==> config.mk <==
export PLATFORM = sky130hd
export DESIGN_NAME = pwm_combine_out
export DESIGN_NICKNAME = d
export VERILOG_FILES = /design/src/rtl/anspwm_pkg.sv /design/src/rtl/pwm_combine_out_pwm_counter.sv /design/src/rtl/pwm_combine_out.sv
export SDC_FILE = /design/constraint.sdc
export NUM_CORES = 1
export LEC_CHECK = 0
export ABC_AREA = 1
export CAP_MARGIN = 20
export CORE_ASPECT_RATIO = 0.5
export CORE_MARGIN = 3
export CORE_UTILIZATION = 30
export CTS_CLUSTER_DIAMETER = 150
export CTS_CLUSTER_SIZE = 24
export DETAILED_ROUTE_END_ITERATION = 7
export PLACE_DENSITY = 0.57
export RECOVER_POWER = 25
export SYNTH_ARGS = -nofsm -noshare
export SYNTH_HDL_FRONTEND = slang
export SYNTH_SLANG_ARGS = --single-unit
==> constraint.sdc <==
create_clock -name clk -period 2.98 [get_ports clk]
set_clock_uncertainty 0.1 [all_clocks]
set_input_delay 0.596 -clock clk [delete_from_list [all_inputs] [get_ports clk]]
set_output_delay 0.596 -clock clk [all_outputs]
set_load 0.02 [all_outputs]
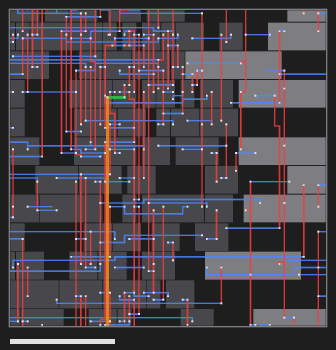
(run_1/zoom.png)
Bar = 10 µm. Window x 74 to 104, y 31 to 61 µm. Cells in gray, sequential cells in the stronger gray; small squares are vias.
Key: red = met2; orange = met4; blue = met1; green = met3
Most frequent: buf_4 (18), nand2_1 (7), dfrtp_1 (7). Sequential cells in the window: 7. 65 logic cells have their middle in the window.

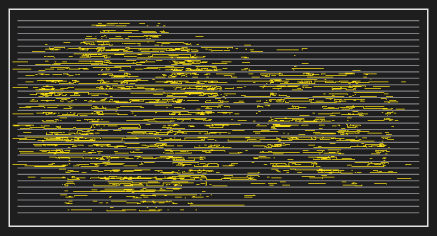
(run_1/met1.png)
Supply wires on this layer in gray.
The layer carries 5310 µm of wire. The layer holds 50% of the routed length. The longest straight run is 36.8 µm.
global routing usage on met1: 19.97%
wirelength, routed: 10.62 mm
via count: 3913

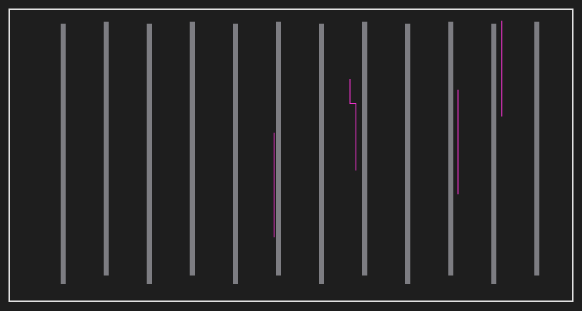
(run_1/met4.png)
Supply wires on this layer in gray.
3 nets have wire on it. The longest straight run is 32.6 µm. The wires run mostly vertical. The layer carries 126 µm of wire. The layer holds 1.2% of the routed length.

==> results.json, run 1 <==
{
  "drt-pass1-iter-count": 4,
  "worst_hold_path.num_cells": 1,
  "htreeDepth": 2,
  "crit_buf_inv": 5,
  "syn-mean-instance-area_um2": 7.655,
  "core_area_mm2": 0.01393,
  "cts_tree": "built",
  "ys.flop_type": "dfrtp_1",
  "netlist_area_mm2": 0.004394,
  "warning_count": 29,
  "io_buffers": 56,
  "final_common_cell": "inv_1",
  "pwr-share-comb_pct": 57.3,
  "fin_nets": 844,
  "p_switching_mw": 1.281,
  "ys_area_mm2": 0.004394,
  "cp-start-kind": "primary input",
  "violations": "negative setup slack",
  "p_seq_share_pct": 26.4,
  "ios": 57,
  "largest_reg_flops": 19,
  "maxClockFrequency_mhz": 305.2,
  "fp.dieArea_mm2": 0.01622,
  "holdCritPathClass": "reg -> reg",
  "fin_util_pct": 48.35,
  "grt_antenna_before_repair": 0,
  "first_global_vias": 4139,
  "r2r_cells": 15,
  "worstSetupPathType": "in -> reg",
  "ctsLongestPathBuffers": 2,
  "hold_slack_ns": 0.3391,
  "p_int_mw": 2.156,
  "rsz0062_at_grt": "yes",
  "endpoint_kind": "flip-flop",
  "num_antenna_cells": 0,
  "swShare_pct": 37.26,
  "drive_gt1_share_pct": 35.79,
  "yosys-stat-cells": 574,
  "die_w_um": 177.2,
  "setup_viol": 11,
  "grt.total_usage_pct": 13.87,
  "pre_cts_ws_ns": -1.105,
  "fp.dieH_um": 91.58,
  "required_ns": 3.09,
  "slew_viol_final": 0,
  "power.total_mw": 3.436,
  "drtAntennaViolNets": 0,
  "crit_family": "simple AND/OR/NAND/NOR gates",
  "maxSlewHeadroom_pct": 8.790,
  "synth_cells": 574,
  "drv_cap": 0,
  "drc": 0,
  "gp_congestion": 0.8212,
  "clk_latency_ns": 0.29,
  "slowest_stage": "fa_1",
  "overflow": 0,
  "grt_max_degree": 27,
  "fin_crit_sh_pct": 110.0,
  "setup_ws_ns": -0.2971,
  "placement.cell_area_mm2": 0.006093,
  "status": "complete, but fails checks",
  "wl_per_cell_um": 11.32,
  "numClockSinks": 51,
  "hold_violations": 0,
  "async_flop_share_pct": 100.0,
  "vias_per_cell": 4.172,
  "cp_num_cells": 20,
  "cpPeakStageDelay_ns": 0.55,
  "synth_warnings": 0,
  "stdcell_area_mm2": 0.006733,
  "cp_max_fo": 4,
  "pwr_density_cell_mw_per_mm2": 510.4,
  "worst_slew_pin_slew_ns": 1.368,
  "syn-num-nets": 673,
  "rows": 30,
  "layout_top_cells": "inv_1 (131), buf_4 (106), nand2_1 (83), dfrtp_1 (51)",
  "fin_crit_ns": 3.277
}
==> run 1: cell families (layout without fill, tap and decap cells) <==
| family | count (synthesis) | after routing | synth area share (%) |
|---|---|---|---|
| AND/OR/NAND/NOR | 215 | 215 | 23.23 |
| buffers and inverters | 160 | 332 | 13.87 |
| AND-OR/OR-AND | 55 | 55 | 8.144 |
| flip-flops | 51 | 51 | 29.04 |
| XOR/XNOR | 47 | 47 | 9.710 |
| adder cells (fa/ha/maj) | 46 | 46 | 16.00 |
==> run 1: per-stage QoR <==
step	setup TNS, ns	instances
floorplan	-1.116	574
global placement	-13.27	910
detailed placement	-13.79	910
CTS	-3.147	933
global route	-4.684	938
finish	-2.620	938
==> run 1: power groups by stage <==
stage	Clock, mW	Sequential [mW]	Combinational, mW
after detailed placement	0	0.923	1.66
after CTS	0.585	0.910	1.84
after global placement	0	0.919	1.64
final	0.560	0.908	1.97
after global routing	0.614	0.924	2.17
after floorplan	0	0.905	1.03
==> run 1: synth_stat cells, types with 2 or more instances <==
master,n,share of area [%]
nor2_4,4,1.0
inv_2,3,0.26
nor3_2,2,0.46
nand3_2,3,0.68
a21oi_1,25,2.8
o21ai_2,2,0.40
nand2_1,95,8.1
nor2_1,40,3.4
clkbuf_1,2,0.17
nor2_2,3,0.43
dfrtp_1,51,29
nand4_1,7,1.0
fa_1,17,7.7
inv_1,153,13
and2_1,2,0.28
nand3b_1,4,0.68
nand2_2,7,1.0
or2_2,5,0.71
o21bai_1,2,0.34
o21ai_1,2,0.23
xor2_2,2,0.74
xor2_1,37,7.4
xnor2_1,8,1.6
o22ai_2,6,1.7
ha_1,29,8.3
nor3_1,10,1.1
nand3_1,30,3.4
o21ai_0,12,1.4
==> run 1: routing by layer <==
metal	vias to the layer above	wire, µm	share of wire, %	global-route usage (%)
met5	-	0	0	0
met4	0	125	1.2	3.331
met3	10	293	2.8	1.211
met2	58	4889	46	22.48
met1	1770	5309	50	19.97
li1	2075	-	-	-
==> run 1: area by class of cell <==
class | count | area, µm²
multi-input cells | 363 | 3033
clock buffers | 6 | 128.9
fillers | 1328 | 7193
clock inverters | 2 | 16.27
well taps | 192 | 240.2
flip-flops and latches | 51 | 1276
repair buffers | 168 | 1424
inverters | 156 | 614.3
==> run 1: what timing repair did <==
action,in CTS,in global routing
setup buffers,15,6
pin swaps,68,51
endpoints found under the setup margin,16,13
resized,90,50
==> run 2: changes to the inputs <==
CTS_CLUSTER_DIAMETER = unset   (was 150)
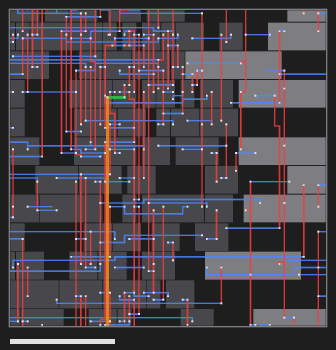
(run_2/zoom.png)
Bar = 10 µm. Window x 74 to 104, y 31 to 61 µm. Cells in gray, sequential cells in the stronger gray; small squares are vias.
Key: red = met2; green = met3; blue = met1; orange = met4
65 logic cells have their middle in the window. Most frequent: buf_4 (18), nand2_1 (7), dfrtp_1 (7). Sequential cells in the window: 7.

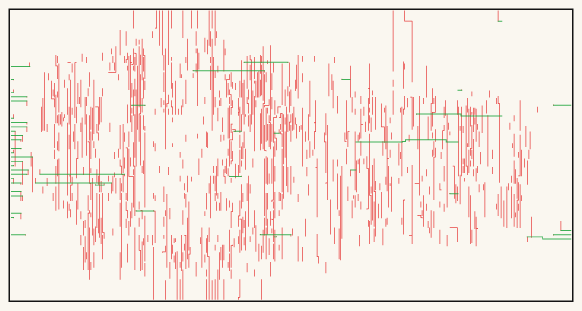
(run_2/metal_stack.png)
Two of the layers only.
Key: red = met2 [wire length 4890 µm]; green = met3 [wire length 293 µm]
Avg WL per Cell: 11.32 µm
Total GRT Usage: 13.87%

==> run 2 against run 1 <==
  * The run still ends with negative setup slack left
  * Synthesized area unchanged
  * Clock power hardly changed
  * Critical path type unchanged
  * Cell count stayed put
  * Largest power group unchanged
==> results.json, run 2 <==
{
  "setup_ws_ns": -0.2971,
  "grt_max_degree": 27,
  "common_cells": "inv_1 (153), nand2_1 (95), dfrtp_1 (51)",
  "holdCritPathClass": "reg -> reg",
  "pre_cts_ws_ns": -1.105,
  "worst_slew_pin_slew_ns": 1.368,
  "htreeDepth": 2,
  "cts_tree": "built",
  "place_hpwl_mm": 8.749,
  "clk_latency_ns": 0.29,
  "layout_top_cells": "inv_1 (131), buf_4 (106), nand2_1 (83), dfrtp_1 (51)",
  "ys_ff": 51,
  "num_antenna_cells": 0,
  "setup_viol": 11,
  "cts_inserted_buffers": 5,
  "wirelength_mm": 10.62,
  "cp_max_fo": 4,
  "syn-num-nets": 673,
  "edf_count": 0,
  "fp.dieH_um": 91.58,
  "drt-pass1-iter-count": 4,
  "cts_hold_buffers": 0,
  "grt_antenna_before_repair": 0,
  "synth_warnings": 0,
  "overflow": 0,
  "slew_viol_final": 0,
  "worst_hold_path.num_cells": 1,
  "violations": "negative setup slack",
  "cts.reportedPaths.clkPinSlew_ns": 0.06,
  "cp-start-kind": "primary input",
  "initCoreUtil_pct": 31.55,
  "placement.cell_area_mm2": 0.006093,
  "ys.flop_type": "dfrtp_1",
  "hold_violations": 0,
  "worstSetupPathType": "in -> reg",
  "drc": 0,
  "synth_seq_share_pct": 29.04,
  "gp_congestion": 0.8212,
  "rsz0062_at_grt": "yes",
  "pwr_density_cell_mw_per_mm2": 510.4,
  "drv_cap": 0,
  "warning_count": 29,
  "fin_crit_ns": 3.277,
  "ctsLongestPathBuffers": 2,
  "vias_per_cell": 4.172,
  "largest_reg_flops": 19,
  "endpoint_kind": "flip-flop",
  "fin_crit_sh_pct": 110.0,
  "fin_nets": 844,
  "final_common_cell": "inv_1",
  "async_flop_share_pct": 100.0,
  "grt_pass1_wl_mm": 18.64,
  "synth_cells": 574,
  "fp.dieArea_mm2": 0.01622,
  "clockRootBuffer": "clkbuf_16",
  "first_global_vias": 4139,
  "die_w_um": 177.2,
  "drive_gt1_share_pct": 35.79,
  "numClockSinks": 51,
  "regToRegSetupSlack_ns": 0.44,
  "synth_area_leader_cell": "dfrtp_1",
  "irDropWorstVdd_mv": 0.1949,
  "core_area_mm2": 0.01393,
  "required_ns": 3.09,
  "drt_iter0_drc": 123,
  "maxClockFrequency_mhz": 305.2,
  "top_cell": "inv_1",
  "area_delta_synth_final_pct": 53.22,
  "yosys-stat-cells": 574,
  "fill_cells": 1328,
  "r2r_cells": 15,
  "drtAntennaViolNets": 0,
  "netlist_area_mm2": 0.004394,
  "cp.arrival_ns": 3.39,
  "maxSlewHeadroom_pct": 8.790,
  "io_buffers": 56,
  "syn-mean-instance-area_um2": 7.655,
  "num_vias": 3913,
  "ys_area_mm2": 0.004394,
  "stdcell_area_mm2": 0.006733,
  "synthTopCellsByArea": "dfrtp_1 (29%), inv_1 (13%), ha_1 (8.3%), nand2_1 (8.1%), fa_1 (7.7%)",
  "leakage_nw": 3.410,
  "ios": 57,
  "rows": 30,
  "yosys.area.top_type_share_pct": 29.04,
  "synth_cell_types": 39,
  "status": "complete, but fails checks"
}
==> run 2: worst max-delay path, cell delays in order <==
cell and delay, ns:
buf_12 0.11, inv_16 0.05, ha_4 0.13, inv_4 0.04, nor3_4 0.18, nand3_2 0.14, o21ai_2 0.19, nand2_2 0.09
xor2_2 0.14, inv_1 0.08, fa_1 0.55, inv_2 0.05, ha_4 0.29, nand2_2 0.10, nor2_4 0.12, nand4_1 0.11
nand3_2 0.11, nand2_1 0.07, nand3_1 0.08, xor2_1 0.17
==> run 2: layout make-up <==
| cell class | instances | area, µm² | area share [%] |
|---|---|---|---|
| clock buffer | 6 | 128.9 | 1.914 |
| clock inverter | 2 | 16.27 | 0.2416 |
| inverter | 156 | 614.3 | 9.125 |
| multi-input combinational | 363 | 3033 | 45.05 |
| sequential | 51 | 1276 | 18.96 |
| tap | 192 | 240.2 | 3.568 |
| timing repair buffer | 168 | 1424 | 21.15 |
==> run 2: where the power goes <==
part,switching [mW],internal [mW],total (mW)
Clock,0.245,0.314,0.560
Sequential,0.0564,0.851,0.908
Combinational,0.979,0.990,1.97
Total,1.28,2.16,3.44
==> run 2: through the flow <==
| stage | std cells | TNS (ns) | power (mW) | hold WS [ns] | utilization (%) |
|---|---|---|---|---|---|
| after floorplan | 574 | -1.116 | 1.932 | 0.2004 | - |
| after global placement | 910 | -13.27 | 2.560 | 0.3347 | 43.76 |
| after detailed placement | 910 | -13.79 | 2.586 | 0.3333 | 43.76 |
| after CTS | 933 | -3.147 | 3.332 | 0.2254 | 46.92 |
| after global routing | 938 | -4.684 | 3.711 | 0.3535 | 48.35 |
| final | 938 | -2.620 | 3.436 | 0.3391 | 48.35 |
==> run 2: layer usage <==
layer / vias up / track usage (%) / share of wire, %
met5: - / 0 / 0
met4: 0 / 3.331 / 1.2
met3: 10 / 1.211 / 2.8
met2: 58 / 22.48 / 46
met1: 1770 / 19.97 / 50
li1: 2075 / - / -
==> run 2: kinds of logic after synthesis <==
family | count (synthesis) | synth area share, %
simple gates | 215 | 23.23
fa+ha+maj | 46 | 16.00
compound gates | 55 | 8.144
flops | 51 | 29.04
xor+xnor | 47 | 9.710
buf+inv | 160 | 13.87
==> run 2: repair_timing <==
action	4_1_cts	5_1_grt
setup endpoints to repair	16	13
setup buffers	15	6
pin swaps	68	51
gates resized	90	50
Power is estimated from default activity; no workload was simulated.
